### config.mk
export PLATFORM = sky130hd
export DESIGN_NAME = delta_stress_monitor
export DESIGN_NICKNAME = d
export VERILOG_FILES = /design/src/rtl/delta_stress_monitor.sv
export SDC_FILE = /design/constraint.sdc
export NUM_CORES = 1
export LEC_CHECK = 0
export CAP_MARGIN = 20
export CORE_ASPECT_RATIO = 1.1
export CORE_MARGIN = 10
export CORE_UTILIZATION = 45
export DETAILED_ROUTE_END_ITERATION = 10
export GPL_ROUTABILITY_DRIVEN = 0
export GPL_TIMING_DRIVEN = 0
export PLACE_DENSITY = 0.66
export REMOVE_ABC_BUFFERS = 1
export SETUP_SLACK_MARGIN = 0.1
export SKIP_CTS_REPAIR_TIMING = 1
export SYNTH_ARGS = -nofsm -noshare
export SYNTH_HDL_FRONTEND = slang
export SYNTH_SLANG_ARGS = --single-unit
### constraint.sdc
create_clock -name slow -period 2.99 [get_ports slow]
set_input_delay 0.4485 -clock slow [delete_from_list [all_inputs] [get_ports slow]]
set_output_delay 0.4485 -clock slow [all_outputs]
set_load 0.03 [all_outputs]
### src/rtl/delta_stress_monitor.sv
// Heart-rate delta/stress monitor: the baseline is latched from a stable sample window, and a sustained rise above it raises an alarm.
// Optional hysteresis on alarm exit is enabled by defining DSM_HYST_EN.
module delta_stress_monitor #(
  parameter int W       = 6,
  parameter int DEPTH   = 3,
  parameter int TOL     = 0,
  parameter int DELTA   = 1,
  parameter int ALARM_N = 4
) (
  input  logic         slow,
  input  logic         reset,
  input  logic         sample_en,
  input  logic [W-1:0] hart,
  output logic         stable,
  output logic         lower,
  output logic         higher,
  output logic         alarm,
  output logic [W-1:0] baseline
);

  typedef enum logic [1:0] {INIT, TRACK, ALARM} state_e;

  localparam int            FW      = $clog2(DEPTH + 1);
  localparam logic [FW-1:0] DEPTH_V = FW'(DEPTH);
  localparam logic [W:0]    TOL_V   = (W + 1)'(TOL);
  localparam logic [W:0]    DELTA_V = (W + 1)'(DELTA);
  localparam logic [3:0]    ALARM_V = 4'(ALARM_N);

  logic [W-1:0]  hist_q [DEPTH];
  logic [W-1:0]  hist_d [DEPTH];
  logic [FW-1:0] fill_q, fill_d;
  logic          stable_q, stable_d;
  logic          rise_q;
  logic [W-1:0]  base_q;
  logic [3:0]    hi_cnt_q, hi_cnt_d;
  state_e        state_q;
  logic          alarm_q;
  logic          tracking;

  // Magnitude of an unsigned difference, one bit wider so it can never wrap.
  function automatic logic [W:0] absDiff(input logic [W-1:0] a, input logic [W-1:0] b);
    return (a >= b) ? {1'b0, a - b} : {1'b0, b - a};
  endfunction

  always_comb begin
    hist_d = hist_q;
    fill_d = fill_q;
    if (sample_en) begin
      hist_d[0] = hart;
      for (int i = 1; i < DEPTH; i++) hist_d[i] = hist_q[i-1];
      if (fill_q != DEPTH_V) fill_d = fill_q + FW'(1);
    end
  end

  // Stability is judged on the post-shift window so it settles one cycle after the sample.
  always_comb begin
    stable_d = (fill_d == DEPTH_V);
    for (int i = 0; i < DEPTH - 1; i++) begin
      if (absDiff(hist_d[i], hist_d[i+1]) > TOL_V) stable_d = 1'b0;
    end
  end

  always_ff @(posedge slow or posedge reset) begin
    if (reset) begin
      for (int i = 0; i < DEPTH; i++) hist_q[i] <= '0;
      fill_q   <= '0;
      stable_q <= 1'b0;
      rise_q   <= 1'b0;
    end else begin
      hist_q   <= hist_d;
      fill_q   <= fill_d;
      stable_q <= stable_d;
      rise_q   <= stable_d & ~stable_q;
    end
  end

  always_ff @(posedge slow or posedge reset) begin
    if (reset) base_q <= '1;
    else if (rise_q) base_q <= hist_q[0];
  end

  assign tracking = (state_q != INIT);
  assign lower    = tracking && (base_q >= hart) && (absDiff(base_q, hart) >= DELTA_V);
  assign higher   = tracking && (hart >= base_q) && (absDiff(base_q, hart) >= DELTA_V);

  // A baseline latch restarts the rise count even if this cycle carries a higher sample.
  always_comb begin
    hi_cnt_d = hi_cnt_q;
    if (rise_q) hi_cnt_d = '0;
    else if (sample_en) begin
      if (!higher) hi_cnt_d = '0;
      else if (hi_cnt_q != ALARM_V) hi_cnt_d = hi_cnt_q + 4'd1;
    end
  end

  always_ff @(posedge slow or posedge reset) begin
    if (reset) hi_cnt_q <= '0;
    else hi_cnt_q <= hi_cnt_d;
  end

`ifdef DSM_HYST_EN
  logic [3:0] clr_cnt_q, clr_cnt_d;

  always_comb begin
    clr_cnt_d = clr_cnt_q;
    if (sample_en) begin
      if (higher) clr_cnt_d = '0;
      else if (clr_cnt_q != ALARM_V) clr_cnt_d = clr_cnt_q + 4'd1;
    end
  end

  always_ff @(posedge slow or posedge reset) begin
    if (reset) clr_cnt_q <= '0;
    else clr_cnt_q <= clr_cnt_d;
  end

  logic alarm_exit;
  assign alarm_exit = sample_en && !higher && (clr_cnt_d == ALARM_V);
`else
  logic alarm_exit;
  assign alarm_exit = sample_en && !higher;
`endif

  always_ff @(posedge slow or posedge reset) begin
    if (reset) begin
      state_q <= INIT;
      alarm_q <= 1'b0;
    end else begin
      case (state_q)
        INIT: begin
          alarm_q <= 1'b0;
          if (rise_q) state_q <= TRACK;
        end
        TRACK: begin
          if (hi_cnt_d == ALARM_V) begin
            state_q <= ALARM;
            alarm_q <= 1'b1;
          end
        end
        ALARM: begin
          if (alarm_exit) begin
            state_q <= TRACK;
            alarm_q <= 1'b0;
          end
        end
        default: begin
          state_q <= INIT;
          alarm_q <= 1'b0;
        end
      endcase
    end
  end

  assign stable   = stable_q;
  assign baseline = base_q;
  assign alarm    = alarm_q;

endmodule

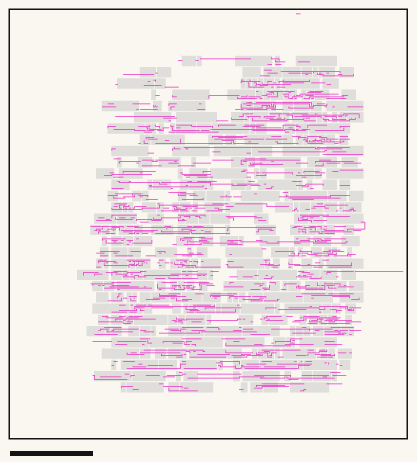
Run 1: the metal 1 layer
The bar under the picture is 20 microns long. Cells faint in the background.
379 nets have wire on it. The longest straight run is 31.7 microns. The wires run mostly horizontal.
M1 GR Usage: 13.95%
Routed WL: 6664 microns
vias: 2409

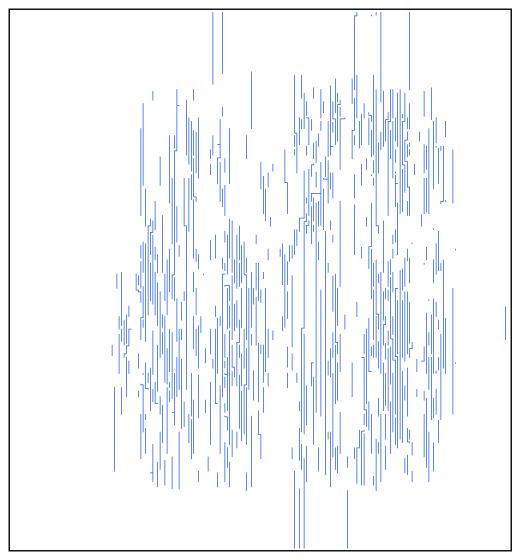
Run 1: met2 routing
The layer carries 3450 microns of wire. 352 nets have wire on it. The layer holds 52% of the routed length. The longest straight run is 46.6 microns.
met2 Track Usage GR: 21.85%

==> impl_metrics.env, run 1 <==
# source this file to load flow results
export IMPL_final_cells=449
export IMPL_violations="setup timing"
export IMPL_initCoreUtil_pct=46.30
export IMPL_hold_viol_final=0
export IMPL_ys_cells=308
export IMPL_met2_length_microns=3448
export IMPL_numSynthFlops=35
export IMPL_synth_edff_count=0
export IMPL_yosys_area_share_adder_pct=17.21
export IMPL_wire_per_inst_microns=14.84
export IMPL_critical_path_max_fanout=3
export IMPL_power_total_mw=2.109
export IMPL_dp_hpwl_microns=4640
export IMPL_comb_area_sq_um=2126
export IMPL_drt_iter0_drc=58
export IMPL_mux_share_pct=8.824
export IMPL_yosys_area_share_xor_xnor_pct=2.151
export IMPL_outcome="finished, violations left"
export IMPL_synth_area_per_cell_sq_um=9.254
export IMPL_worst_r2r_cell_count=13
export IMPL_drive_gt1_share_pct=31.44
export IMPL_final_area_sq_um=3968
export IMPL_netSwitchingPower_uw=792.3
export IMPL_finalSetupViolCount=9
export IMPL_grt_max_degree=24
export IMPL_core_sq_um=6156
export IMPL_swShare_pct=37.57
export IMPL_nMultiInputCombCells=226
export IMPL_p_int_mw=1.316
export IMPL_power_density_nw_per_um2=531.5
export IMPL_track_usage_pct=12.02
export IMPL_p_leak_nw=1.799
export IMPL_die_area_sq_um=9921
export IMPL_final_cell_mix="inv_1 (35), buf_4 (31), dfrtp_1 (29)"
export IMPL_antenna_found_initial=0
export IMPL_layout_top_cell="inv_1"
export IMPL_reg2reg_to="state_q[1]$_DFFE_PP0P_"
export IMPL_hold_path_endpoint="hist_q[5]$_DFF_PP0_"
export IMPL_cts_root_buf="clkbuf_8"
export IMPL_timing_final_ws_setup_ns=-0.2285
export IMPL_timing_rr_start="baseline[1]$_DFFE_PP1P_"
export IMPL_cts_sink_count=35
export IMPL_fin_skew_ns=0.004199
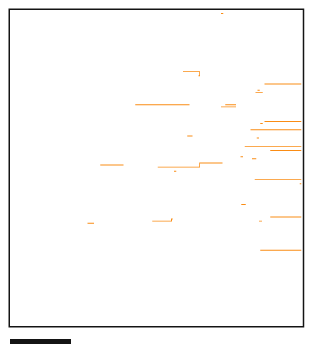
Run 1: the metal 3 layer
The bar under the picture is 20 microns long.
The wires run mostly horizontal. The layer holds 2.8% of the routed length. The layer carries 185 microns of wire. The longest straight run is 18.2 microns.
grt met3 use: 1.805%

[run 1: Yosys cell counts, types with 3 or more instances]
master	count	share of area, %
o21ai_0	20	3.5
a31oi_1	3	0.66
mux2i_1	24	8.4
nand2b_1	11	2.4
xor2_1	3	0.92
nor3b_1	3	0.79
and3_1	4	0.88
inv_1	40	5.3
nor2b_1	5	1.1
o21a_1	3	0.79
a21oi_1	17	3.0
a21o_1	3	0.79
nand2_1	20	2.6
nand3_1	4	0.70
and2_1	3	0.66
dfrtp_1	29	25
xnor2_1	4	1.2
o2111a_1	3	1.2
dfstp_2	6	5.5
nor2_1	16	2.1
a21oi_2	3	0.92
ha_1	36	16
[run 1: tightest hold or removal path, stage by stage]
cell and delay (ns):
buf_16 0.11, mux2i_1 0.10, inv_1 0.06
Run 1, drive-strength map:
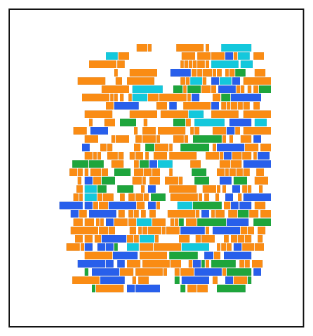

==> run 2, diff against run 1 <==
--- a/config.mk
+++ b/config.mk
@@ -10,9 +10,9 @@
 export CORE_MARGIN = 10
 export CORE_UTILIZATION = 45
 export DETAILED_ROUTE_END_ITERATION = 10
+export DONT_BUFFER_PORTS = 1
 export GPL_ROUTABILITY_DRIVEN = 0
 export GPL_TIMING_DRIVEN = 0
-export PLACE_DENSITY = 0.66
 export REMOVE_ABC_BUFFERS = 1
 export SETUP_SLACK_MARGIN = 0.1
 export SKIP_CTS_REPAIR_TIMING = 1
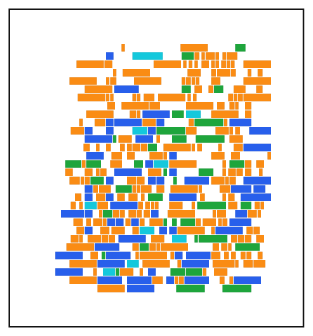
Run 2: drive-strength map
Key: blue = _3 and _4 cells [cells 60, share 18%]; green = _2 cells [cells 37, share 11%]; orange = _0 and _1 cells [cells 232, share 69%]; cyan = _6 and larger [cells 9, share 2.7%]
Syn-to-layout area delta: 29.32%
Buffers, non-clock: 29
design area: 3686 sq um
min setup slack post-route: -0.2881 ns

==> run 2 against run 1 <==
  * First-iteration DRC count up 19%
  * Sequential cell count did not move
  * Hold slack lost 0.38 ns
  * Largest cell class unchanged
  * Synthesized cell count is the same
  * Critical path depth is 1 lower
  * The flow still finishes with violations (setup timing)
  * Sequential share of layout area grew 1.7 points
  * Synthesized area stayed put
  * Global-route usage grew 0.23 points
  * Highest routed layer unchanged
  * Register-to-register slack improved by 0.06 ns
  * Total power decreased by 2.1%
==> impl_metrics.env, run 2 <==
# source this file to load flow results
export IMPL_outcome="finished, violations left"
export IMPL_violations="setup timing"
export IMPL_timing_final_ws_setup_ns=-0.2881
export IMPL_crit_family="flip-flops"
export IMPL_worst_r2r_cell_count=11
export IMPL_crit_start="baseline[1]$_DFFE_PP1P_"
export IMPL_power_total_mw=2.065
export IMPL_ys_types=59
export IMPL_netlist_top_cells_count="inv_1 (40), ha_1 (36), dfrtp_1 (29)"
export IMPL_met2_length_microns=3298
export IMPL_finalSetupViolCount=5
export IMPL_netSwitchingPower_uw=792.8
export IMPL_synthTopCellsByArea="dfrtp_1 (25%), ha_1 (16%), mux2i_1 (8.4%), dfstp_2 (5.5%), inv_1 (5.3%)"
export IMPL_top_cell_area_share_pct=25.46
export IMPL_wire_per_inst_microns=15.33
export IMPL_hold_viol_final=0
export IMPL_timing_rr_start="baseline[0]$_DFFE_PP1P_"
export IMPL_layout_top_cell="inv_1"
export IMPL_mux_share_pct=8.824
export IMPL_power_density_nw_per_um2=560.2
export IMPL_most_common_cell="inv_1"
export IMPL_initCoreUtil_pct=46.30
export IMPL_synth_area_per_cell_sq_um=9.254
export IMPL_antenna_found_initial=0
export IMPL_swShare_pct=38.39
export IMPL_final_cells=418
export IMPL_dp_hpwl_microns=4640
export IMPL_track_usage_pct=12.25
export IMPL_ys_cells=308
export IMPL_yosys_area_share_adder_pct=17.21
export IMPL_die_area_sq_um=9921
export IMPL_grt_max_degree=29
export IMPL_critical_path_max_fanout=5
export IMPL_cts_sink_count=35
export IMPL_yosys_area_share_xor_xnor_pct=2.151
export IMPL_synth_edff_count=0
export IMPL_core_sq_um=6156
export IMPL_p_leak_nw=1.594
export IMPL_reg2reg_to="alarm$_DFFE_PP0P_"
export IMPL_numSynthFlops=35
export IMPL_fin_skew_ns=0.004638
export IMPL_p_int_mw=1.272
export IMPL_largest_area_cell="dfrtp_1"
export IMPL_final_cell_mix="inv_1 (33), dfrtp_1 (28), buf_4 (25)"
export IMPL_cts_root_buf="clkbuf_8"
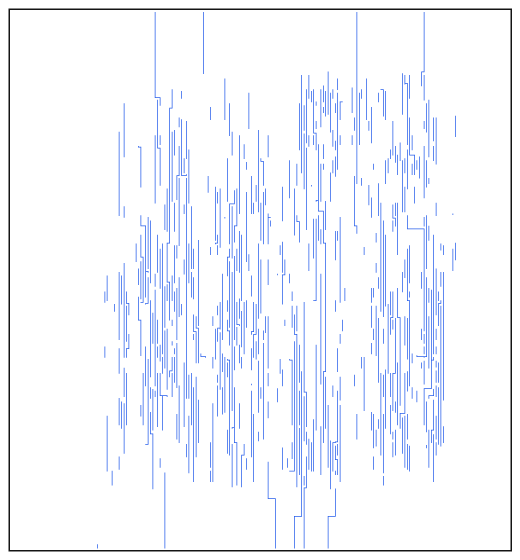
Run 2: met2 routing
The layer holds 51% of the routed length. The layer carries 3300 microns of wire. The longest straight run is 42.2 microns.
met2 Track Usage GR: 20.39%
Routed WL: 6408 microns
vias: 2272

==> run 2: netlist changes by cell type in the layout (fill, tap and decap cells not counted), sizes merged <==
cell / change
clkinvlp: +1
clkdlybuf4s50: -9
dlymetal6s2s: -4
buf: -14
clkbuf: -5
==> run 2: layout make-up <==
| class | instances | area, sq um | area share, % |
|---|---|---|---|
| clock buffer | 6 | 72.57 | 1.969 |
| inverter | 40 | 150.1 | 4.073 |
| multi-input combinational | 226 | 2217 | 60.15 |
| sequential | 35 | 884.6 | 24.00 |
| timing repair buffer | 29 | 249.0 | 6.755 |
| tap | 80 | 100.1 | 2.716 |
| clock inverter | 2 | 12.51 | 0.3394 |
==> run 2: routing by layer <==
metal	GRT usage [%]	vias to the layer above
li1	-	1145
met4	5.335	0
met2	20.39	18
met1	15.16	1101
met3	2.094	8
met5	0	-
No activity file was given, so power comes from the tool's default toggle rates.
